### Wires at chosen ports, followed through buffers

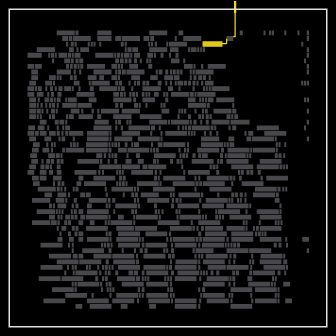
### The metal 3 layer

Bar = 50 um.
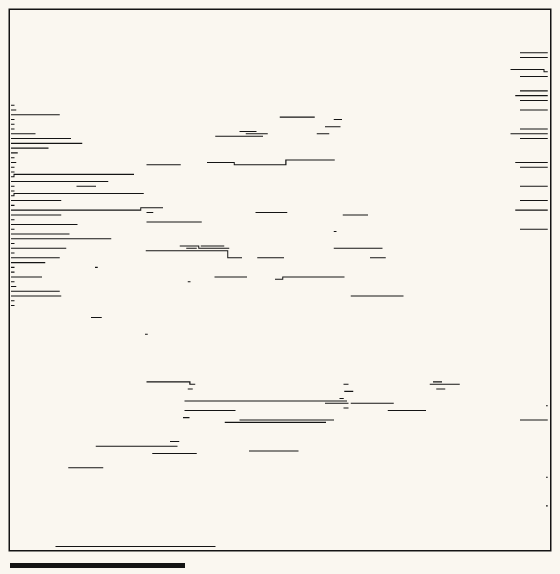
### Cell placement

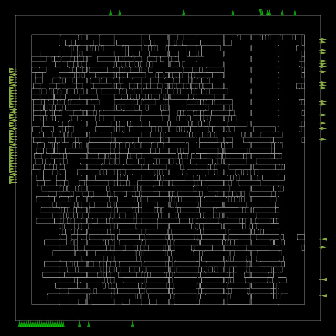
`src/rtl/uart_pkg.sv`:
```
// Shared types and constants for the memory-mapped UART transmitter.
package uart_pkg;

  typedef enum logic [1:0] {IDLE, START, DATA, STOP} tx_state_e;

  localparam int ST_BUSY    = 0;
  localparam int ST_FULL    = 1;
  localparam int ST_EMPTY   = 2;
  localparam int ST_OVF     = 3;
  localparam int ST_CNT_LSB = 8;

  localparam logic [31:0] DEF_TX_ADDR   = 32'hFFFF_FFFC;
  localparam logic [31:0] DEF_STAT_ADDR = 32'hFFFF_FFF8;

endpackage

```
`src/rtl/sync_fifo.sv`:
```
// Generic synchronous FIFO, first-word-fall-through dout, count is DEPTH+1 valued.
// Push while full is accepted only together with a pop; otherwise it is ignored.
module sync_fifo #(
  parameter int WIDTH = 8,
  parameter int DEPTH = 16
) (
  input  logic                       clk,
  input  logic                       rst,
  input  logic                       push,
  input  logic                       pop,
  input  logic [WIDTH-1:0]           din,
  output logic [WIDTH-1:0]           dout,
  output logic                       full,
  output logic                       empty,
  output logic [$clog2(DEPTH+1)-1:0] count
);

  localparam int AW = $clog2(DEPTH);
  localparam int CW = $clog2(DEPTH+1);

  logic [WIDTH-1:0] mem [DEPTH];
  logic [AW-1:0]    wrPtr;
  logic [AW-1:0]    rdPtr;
  logic             doPush;
  logic             doPop;

  assign full   = (count == CW'(DEPTH));
  assign empty  = (count == '0);
  assign doPop  = pop && !empty;
  assign doPush = push && (!full || doPop);
  assign dout   = mem[rdPtr];

  always_ff @(posedge clk or negedge rst) begin
    if (!rst) begin
      wrPtr <= '0;
      rdPtr <= '0;
      count <= '0;
    end else begin
      if (doPush) wrPtr <= wrPtr + AW'(1);
      if (doPop)  rdPtr <= rdPtr + AW'(1);
      case ({doPush, doPop})
        2'b10:   count <= count + CW'(1);
        2'b01:   count <= count - CW'(1);
        default: count <= count;
      endcase
    end
  end

  // Storage needs no reset; the pointers define what is valid.
  always_ff @(posedge clk) begin
    if (doPush) mem[wrPtr] <= din;
  end

endmodule

```
`src/rtl/uart_tx_mmio.sv`:
```
// MMIO UART transmitter: byte stores to TX_ADDR are queued and sent 8N1; start bit 1 cycle after the write.
// A store to a full FIFO (with no pop that cycle) is dropped and sets sticky ovf; no bus stall.
module uart_tx_mmio
  import uart_pkg::*;
#(
  parameter int          CLK_DIV    = 868,
  parameter int          FIFO_DEPTH = 16,
  parameter logic [31:0] TX_ADDR    = DEF_TX_ADDR,
  parameter logic [31:0] STAT_ADDR  = DEF_STAT_ADDR
) (
  input  logic        clk,
  input  logic        rst,
  input  logic [31:0] addr,
  input  logic [31:0] wData,
  input  logic        wEn,
  output logic [31:0] rData,
  output logic        hit,
  output logic        tx,
  output logic        busy
);

  localparam int            CW      = $clog2(CLK_DIV);
  localparam int            NW      = $clog2(FIFO_DEPTH+1);
  localparam logic [CW-1:0] CNT_MAX = CW'(CLK_DIV - 1);

  tx_state_e     state, stateNext;
  logic [CW-1:0] bitCnt, bitCntNext;
  logic [2:0]    idx, idxNext;
  logic [7:0]    shreg, shregNext;
  logic          txNext;
  logic          pop;
  logic          ovf;
  logic          txHit, statHit, txPush;
  logic [7:0]    fifoDout;
  logic          fifoFull, fifoEmpty;
  logic [NW-1:0] fifoCount;
  logic [31:0]   status;
  logic          unusedWData;

  assign txHit       = (addr == TX_ADDR);
  assign statHit     = (addr == STAT_ADDR);
  assign hit         = txHit || statHit;
  assign txPush      = wEn && txHit;
  assign busy        = !fifoEmpty || (state != IDLE);
  assign unusedWData = ^wData[31:8];

  sync_fifo #(.WIDTH(8), .DEPTH(FIFO_DEPTH)) u_fifo (
    .clk   (clk),
    .rst   (rst),
    .push  (txPush),
    .pop   (pop),
    .din   (wData[7:0]),
    .dout  (fifoDout),
    .full  (fifoFull),
    .empty (fifoEmpty),
    .count (fifoCount)
  );

  always_ff @(posedge clk or negedge rst) begin
    if (!rst) begin
      ovf <= 1'b0;
    end else if (txPush && fifoFull && !pop) begin
      ovf <= 1'b1;
    end else if (wEn && statHit && wData[ST_OVF]) begin
      ovf <= 1'b0;
    end
  end

  always_comb begin
    status                   = '0;
    status[ST_BUSY]          = busy;
    status[ST_FULL]          = fifoFull;
    status[ST_EMPTY]         = fifoEmpty;
    status[ST_OVF]           = ovf;
    status[ST_CNT_LSB +: 8]  = 8'(fifoCount);
    rData                    = statHit ? status : '0;
  end

  always_ff @(posedge clk or negedge rst) begin
    if (!rst) begin
      state  <= IDLE;
      bitCnt <= '0;
      idx    <= '0;
      shreg  <= '0;
      tx     <= 1'b1;
    end else begin
      state  <= stateNext;
      bitCnt <= bitCntNext;
      idx    <= idxNext;
      shreg  <= shregNext;
      tx     <= txNext;
    end
  end

  always_comb begin
    stateNext  = state;
    bitCntNext = bitCnt;
    idxNext    = idx;
    shregNext  = shreg;
    pop        = 1'b0;
    case (state)
      IDLE: begin
        if (!fifoEmpty) begin
          pop        = 1'b1;
          shregNext  = fifoDout;
          bitCntNext = CNT_MAX;
          stateNext  = START;
        end
      end
      START: begin
        if (bitCnt == '0) begin
          stateNext  = DATA;
          idxNext    = '0;
          bitCntNext = CNT_MAX;
        end else begin
          bitCntNext = bitCnt - CW'(1);
        end
      end
      DATA: begin
        if (bitCnt == '0) begin
          bitCntNext = CNT_MAX;
          if (idx == 3'd7) stateNext = STOP;
          else             idxNext   = idx + 3'd1;
        end else begin
          bitCntNext = bitCnt - CW'(1);
        end
      end
      STOP: begin
        // Chain straight into the next start bit so back-to-back frames have no gap.
        if (bitCnt == '0) begin
          if (!fifoEmpty) begin
            pop        = 1'b1;
            shregNext  = fifoDout;
            bitCntNext = CNT_MAX;
            stateNext  = START;
          end else begin
            stateNext  = IDLE;
          end
        end else begin
          bitCntNext = bitCnt - CW'(1);
        end
      end
      default: stateNext = IDLE;
    endcase

    case (stateNext)
      START:   txNext = 1'b0;
      DATA:    txNext = shregNext[idxNext];
      default: txNext = 1'b1;
    endcase
  end

endmodule

```
`config.mk`:
```
export PLATFORM = sky130hd
export DESIGN_NAME = uart_tx_mmio
export DESIGN_NICKNAME = d
export VERILOG_FILES = /design/src/rtl/uart_pkg.sv /design/src/rtl/sync_fifo.sv /design/src/rtl/uart_tx_mmio.sv
export SDC_FILE = /design/constraint.sdc
export NUM_CORES = 1
export LEC_CHECK = 0
export ABC_AREA = 1
export CAP_MARGIN = 20
export CORE_MARGIN = 8
export CORE_UTILIZATION = 43
export DETAILED_ROUTE_END_ITERATION = 10
export SYNTH_ARGS = -nofsm -noshare
export SYNTH_HDL_FRONTEND = slang
export SYNTH_SLANG_ARGS = --single-unit
```
`constraint.sdc`:
```
create_clock -name clk -period 4.22 [get_ports clk]
set_clock_uncertainty 0.2 [all_clocks]
set_input_delay 0.633 -clock clk [delete_from_list [all_inputs] [get_ports clk]]
set_output_delay 0.633 -clock clk [all_outputs]
set_load 0.1 [all_outputs]
```
==> changes_impl.md <==
## Flow update

- Status: complete, no violations
- Mux share: 0.138%
- Largest net degree at the start of global routing: 75
- Max-cap viol count: 0
- Post-synthesis chip area from yosys: 8180 um^2
- Met3 routing resource usage after global routing: 4.09%
- Setup ws final: 0.636 ns
- Cells after synthesis: 871
- Met1 Wirelength: 8440 um
- Power density of the placed cells: 354 nW/um^2
- Depth of the worst register-to-register path: 16
- Final setup violation count: 0
- Top-area cell share: 47.0%
- Post-synthesis register bit count: 166
- Chip area: 23700 um^2
- Max Fanout on Critical Path: 10
- End of the worst register-to-register path: u_fifo.count[4]$_DFFE_PN0P_
- Root buffer cell: sky130_fd_sc_hd__clkbuf_16
- Metal2 WL: 8360 um
- Clock transition time at the flip-flop clock pins of the worst setup and hold paths: 0.06 ns
## Picture notes: 'Wires at chosen ports, followed through buffers'
yellow -> tx  # bits 1, direction output, end cells 1, buffers 1, wire 18.4 um

## Picture notes: 'The metal 3 layer'
nets with wire on the layer = 95
longest straight run = 46.0 um
main direction = horizontal
share of all routed wire = 6.0%

## Picture notes: 'Cell placement'
filler cell count: 1685
row count: 50
post-layout instance count excluding filler cells: 1185
Final Core Density: 51.3%
core region area: 18700 um^2

-- flip-flops by register name (all words and copies together), names as in the netlist --
name	flops
state	2
u_fifo.count	5
idx	3
u_fifo.wrPtr	4
u_fifo.mem	128
bitCnt	10
u_fifo.rdPtr	4
shreg	8
tx	1
ovf	1
-- layout make-up --
cell class / count / area share [%]
Sequential cell: 166 / 50.0
Multi-Input combinational cell: 569 / 28.7
Timing Repair Buffer: 78 / 8.34
Clock buffer: 18 / 4.47
Inverter: 107 / 4.18
Tap cell: 234 / 3.05
Clock inverter: 13 / 1.29
-- report_power, final --
group / switching (mW) / internal, mW
registers: 0.000000000812 / 1.76
logic: 0.130 / 0.0372
clock network: 0.649 / 0.818
-- worst max-delay path: cells and delay by family --
family	cells	cell delay, ns
buf+inv	3	0.76
simple gates	6	1.35
Power and IR drop assume default switching activity.
